<file path="config.mk">
export PLATFORM = sky130hd
export DESIGN_NAME = afpm_operand_loader
export DESIGN_NICKNAME = d
export VERILOG_FILES = /design/src/rtl/afpm_pkg.sv /design/src/rtl/afpm_byte_assembler.sv /design/src/rtl/afpm_operand_loader.sv
export SDC_FILE = /design/constraint.sdc
export NUM_CORES = 1
export LEC_CHECK = 0
export CAP_MARGIN = 20
export CORE_AREA = 5 5 90 92
export CTS_BUF_LIST = sky130_fd_sc_hd__clkbuf_8 sky130_fd_sc_hd__clkbuf_16
export CTS_CLUSTER_DIAMETER = 40
export DETAILED_ROUTE_END_ITERATION = 12
export DIE_AREA = 0 0 95 97
export PLACE_DENSITY = 0.57
export SYNTH_ARGS = -nofsm -noshare
export SYNTH_HDL_FRONTEND = slang
export SYNTH_SLANG_ARGS = --single-unit
</file>
<file path="constraint.sdc">
create_clock -name clk -period 1.8 [get_ports clk]
set_clock_uncertainty 0.1 [all_clocks]
set_input_delay 0.45 -clock clk [delete_from_list [all_inputs] [get_ports clk]]
set_output_delay 0.45 -clock clk [all_outputs]
set_load 0.01 [all_outputs]
</file>
<file path="src/rtl/afpm_pkg.sv">
// Shared definitions for the approximate FP16 multiplier: operand and byte-lane widths,
// the byte-serial frame state, and the default idle-timeout length for the operand loader.
// Ports: none (package only).
package afpm_pkg;

  localparam int BYTE_W = 8;
  localparam int OP_W   = 2 * BYTE_W;

  // Idle cycles spent in HIGH before a half-received frame is abandoned.
  // Only used when AFPM_LOADER_TIMEOUT_EN is defined.
  localparam int TIMEOUT_CYC = 8;

  typedef enum logic {
    FRAME_LOW  = 1'b0,
    FRAME_HIGH = 1'b1
  } frame_state_e;

endpackage

</file>
<file path="src/rtl/afpm_byte_assembler.sv">
// One byte lane of the operand loader: stages the low byte and forms {high, low}.
// Ports: clk/rst_n (async active-low), capture_i loads byte_i into the low stage,
//        word_o is the combinational {byte_i, staged low} presented on the high beat.
module afpm_byte_assembler
  import afpm_pkg::*;
(
  input  logic              clk,
  input  logic              rst_n,
  input  logic              capture_i,
  input  logic [BYTE_W-1:0] byte_i,
  output logic [OP_W-1:0]   word_o
);

  logic [BYTE_W-1:0] low_q;
  logic [BYTE_W-1:0] low_d;

  always_comb begin
    low_d = low_q;
    if (capture_i) begin
      low_d = byte_i;
    end
  end

  always_ff @(posedge clk or negedge rst_n) begin
    if (!rst_n) begin
      low_q <= '0;
    end else begin
      low_q <= low_d;
    end
  end

  // Only meaningful on the high beat; the top decides whether to use it.
  assign word_o = {byte_i, low_q};

endmodule

</file>
<file path="src/rtl/afpm_operand_loader.sv">
// Byte-serial operand front end: assembles A/B operands from two byte lanes (low byte
// first) and holds the pair in a one-entry output register with a valid/ready handshake.
// Ports: clk, rst_n (async active-low), ena (global gate), in_valid/byte_a/byte_b (beat),
//        op_a/op_b/op_valid/op_ready (core handshake), frame_phase (FSM state), overrun (sticky).
// Optional: define AFPM_LOADER_TIMEOUT_EN to abandon a half frame after TIMEOUT_CYC idle cycles.
module afpm_operand_loader
  import afpm_pkg::*;
(
  input  logic              clk,
  input  logic              rst_n,
  input  logic              ena,
  input  logic              in_valid,
  input  logic [BYTE_W-1:0] byte_a,
  input  logic [BYTE_W-1:0] byte_b,
  output logic [OP_W-1:0]   op_a,
  output logic [OP_W-1:0]   op_b,
  output logic              op_valid,
  input  logic              op_ready,
  output logic              frame_phase,
  output logic              overrun
);

  frame_state_e    state_q, state_d;
  logic [OP_W-1:0] op_a_q, op_a_d;
  logic [OP_W-1:0] op_b_q, op_b_d;
  logic            op_valid_q, op_valid_d;
  logic            overrun_q, overrun_d;

  logic            beat;
  logic            capture_low;
  logic            pair_done;
  logic            can_load;
  logic [OP_W-1:0] word_a;
  logic [OP_W-1:0] word_b;

  assign beat        = ena & in_valid;
  assign capture_low = beat & (state_q == FRAME_LOW);
  assign pair_done   = beat & (state_q == FRAME_HIGH);
  // The holding register frees up in the same cycle the core takes the current pair.
  assign can_load    = ~op_valid_q | op_ready;

  afpm_byte_assembler u_lane_a (
    .clk       (clk),
    .rst_n     (rst_n),
    .capture_i (capture_low),
    .byte_i    (byte_a),
    .word_o    (word_a)
  );

  afpm_byte_assembler u_lane_b (
    .clk       (clk),
    .rst_n     (rst_n),
    .capture_i (capture_low),
    .byte_i    (byte_b),
    .word_o    (word_b)
  );

`ifdef AFPM_LOADER_TIMEOUT_EN
  localparam int CNT_W = $clog2(TIMEOUT_CYC + 1);

  logic [CNT_W-1:0] idle_cnt_q, idle_cnt_d;
  logic             timeout_hit;

  // Fires on the idle cycle that brings the count up to TIMEOUT_CYC.
  assign timeout_hit = (state_q == FRAME_HIGH) & ena & ~in_valid &
                       (idle_cnt_q == CNT_W'(TIMEOUT_CYC - 1));

  always_comb begin
    idle_cnt_d = idle_cnt_q;
    if (state_q != FRAME_HIGH || beat || timeout_hit) begin
      idle_cnt_d = '0;
    end else if (ena) begin
      idle_cnt_d = idle_cnt_q + CNT_W'(1);
    end
  end

  always_ff @(posedge clk or negedge rst_n) begin
    if (!rst_n) begin
      idle_cnt_q <= '0;
    end else begin
      idle_cnt_q <= idle_cnt_d;
    end
  end
`else
  logic timeout_hit;
  assign timeout_hit = 1'b0;
`endif

  // Frame FSM next state.
  always_comb begin
    state_d = state_q;
    unique case (state_q)
      FRAME_LOW: begin
        if (beat) state_d = FRAME_HIGH;
      end
      FRAME_HIGH: begin
        // Staged low bytes are left in place on timeout; the next low beat overwrites them.
        if (beat || timeout_hit) state_d = FRAME_LOW;
      end
      default: state_d = FRAME_LOW;
    endcase
  end

  // Output holding register and handshake.
  always_comb begin
    op_a_d     = op_a_q;
    op_b_d     = op_b_q;
    op_valid_d = op_valid_q;
    overrun_d  = overrun_q;

    if (op_valid_q && op_ready) begin
      op_valid_d = 1'b0;
    end

    if (pair_done) begin
      if (can_load) begin
        op_a_d     = word_a;
        op_b_d     = word_b;
        op_valid_d = 1'b1;
      end else begin
        overrun_d  = 1'b1;
      end
    end
  end

  always_ff @(posedge clk or negedge rst_n) begin
    if (!rst_n) begin
      state_q    <= FRAME_LOW;
      op_a_q     <= '0;
      op_b_q     <= '0;
      op_valid_q <= 1'b0;
      overrun_q  <= 1'b0;
    end else begin
      state_q    <= state_d;
      op_a_q     <= op_a_d;
      op_b_q     <= op_b_d;
      op_valid_q <= op_valid_d;
      overrun_q  <= overrun_d;
    end
  end

  assign op_a        = op_a_q;
  assign op_b        = op_b_q;
  assign op_valid    = op_valid_q;
  assign frame_phase = state_q;
  assign overrun     = overrun_q;

endmodule
</file>
closeup.png
Region (61, 63) to (81, 83) µm. Cells in grey, sequential cells in the stronger grey; small squares are vias.
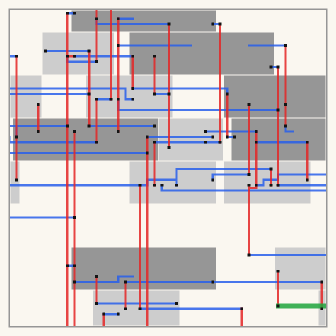
Key: green = M3; red = M2; blue = M1
Sequential cells in the window: 6. 13 logic cells have their middle in the window. Most frequent: dfrtp_1 (6), mux2_4 (4). Netlist names of flops here include op_b (5), u_lane_b.low_q (1).

util_map.png
The die is cut into 10 by 10 equal tiles; white is low, dark blue is high, 0 to 100% covered.
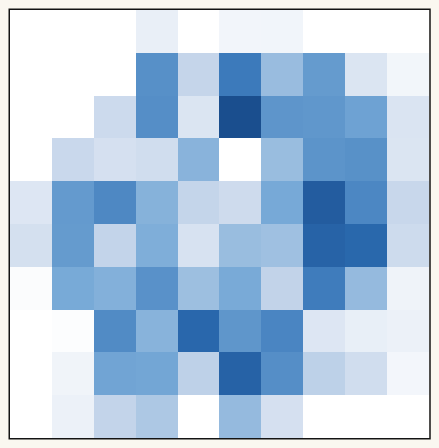
The emptiest ninth of the die: north-west. The fullest tile reaches 88%. The mean over all tiles is 30%. 22% of the tiles are nearly empty.

==> flow_summary_export.csv <==
group,metric,value,unit
pwr,maxPowerGroup,"sequential cells",
final_timing,final_max_slew_viol_count,0,
setup_path,r2r-end,"op_b[15]$_DFFE_PN0P_",
place,gp_congestion,0.649,
pwr,design_power_total,4660,µW
run,tool_warnings,28,
synth,ys_sh_adder,0.0120,
clocking,cts.sinks,51,
clocking,clk_pin_slew_worst_paths,100,ps
place,portBuffers,55,
routing,drtPass1Iterations,4,
synth,synth_cells,114,
clocking,cts_buffers,5,
pwr,p_clk,654,µW
clocking,ctsHoldBuffers,0,
setup_path,r2r_cells,4,
final_timing,fin_ws,25.6,ps
clocking,clock.latency.late_pin,290,ps
finish,syn_to_final_growth,40.5,%
synth,synth.cell_area,0.00208,mm²
die,io_pins,56,
run_status,status,"finished clean",
pwr,p_leak,0.00160,µW
place,post-place-ws,-297,ps
synth,synthXorXnorAreaFrac,0,
-- final cells by class --
cell class / count / area [µm²]
fill: 659 / 4210
sequential: 51 / 1280
multi-input combinational: 55 / 721
timing repair buffer: 62 / 702
tap: 99 / 124
clock buffer: 5 / 68.8
clock inverter: 3 / 20.0
inverter: 3 / 11.3
-- worst max-delay path: cells and delay by family --
family        cells  cell delay (ps)
fa+ha+maj         1              220
buf+inv           2              550
mux               1              330
simple gates      2              300
-- metal layers --
layer | vias up | GRT usage | part of all wire | routed length (µm)
li1 | 520 | - | - | -
met3 | 4 | 0.0240 | 0.040 | 163
met4 | 0 | 0.0333 | 0.012 | 51
met1 | 575 | 0.115 | 0.43 | 1790
met5 | - | 0 | 0 | 0
met2 | 29 | 0.158 | 0.51 | 2110
Power figures rest on the tool's default switching activity, not on a simulated workload.
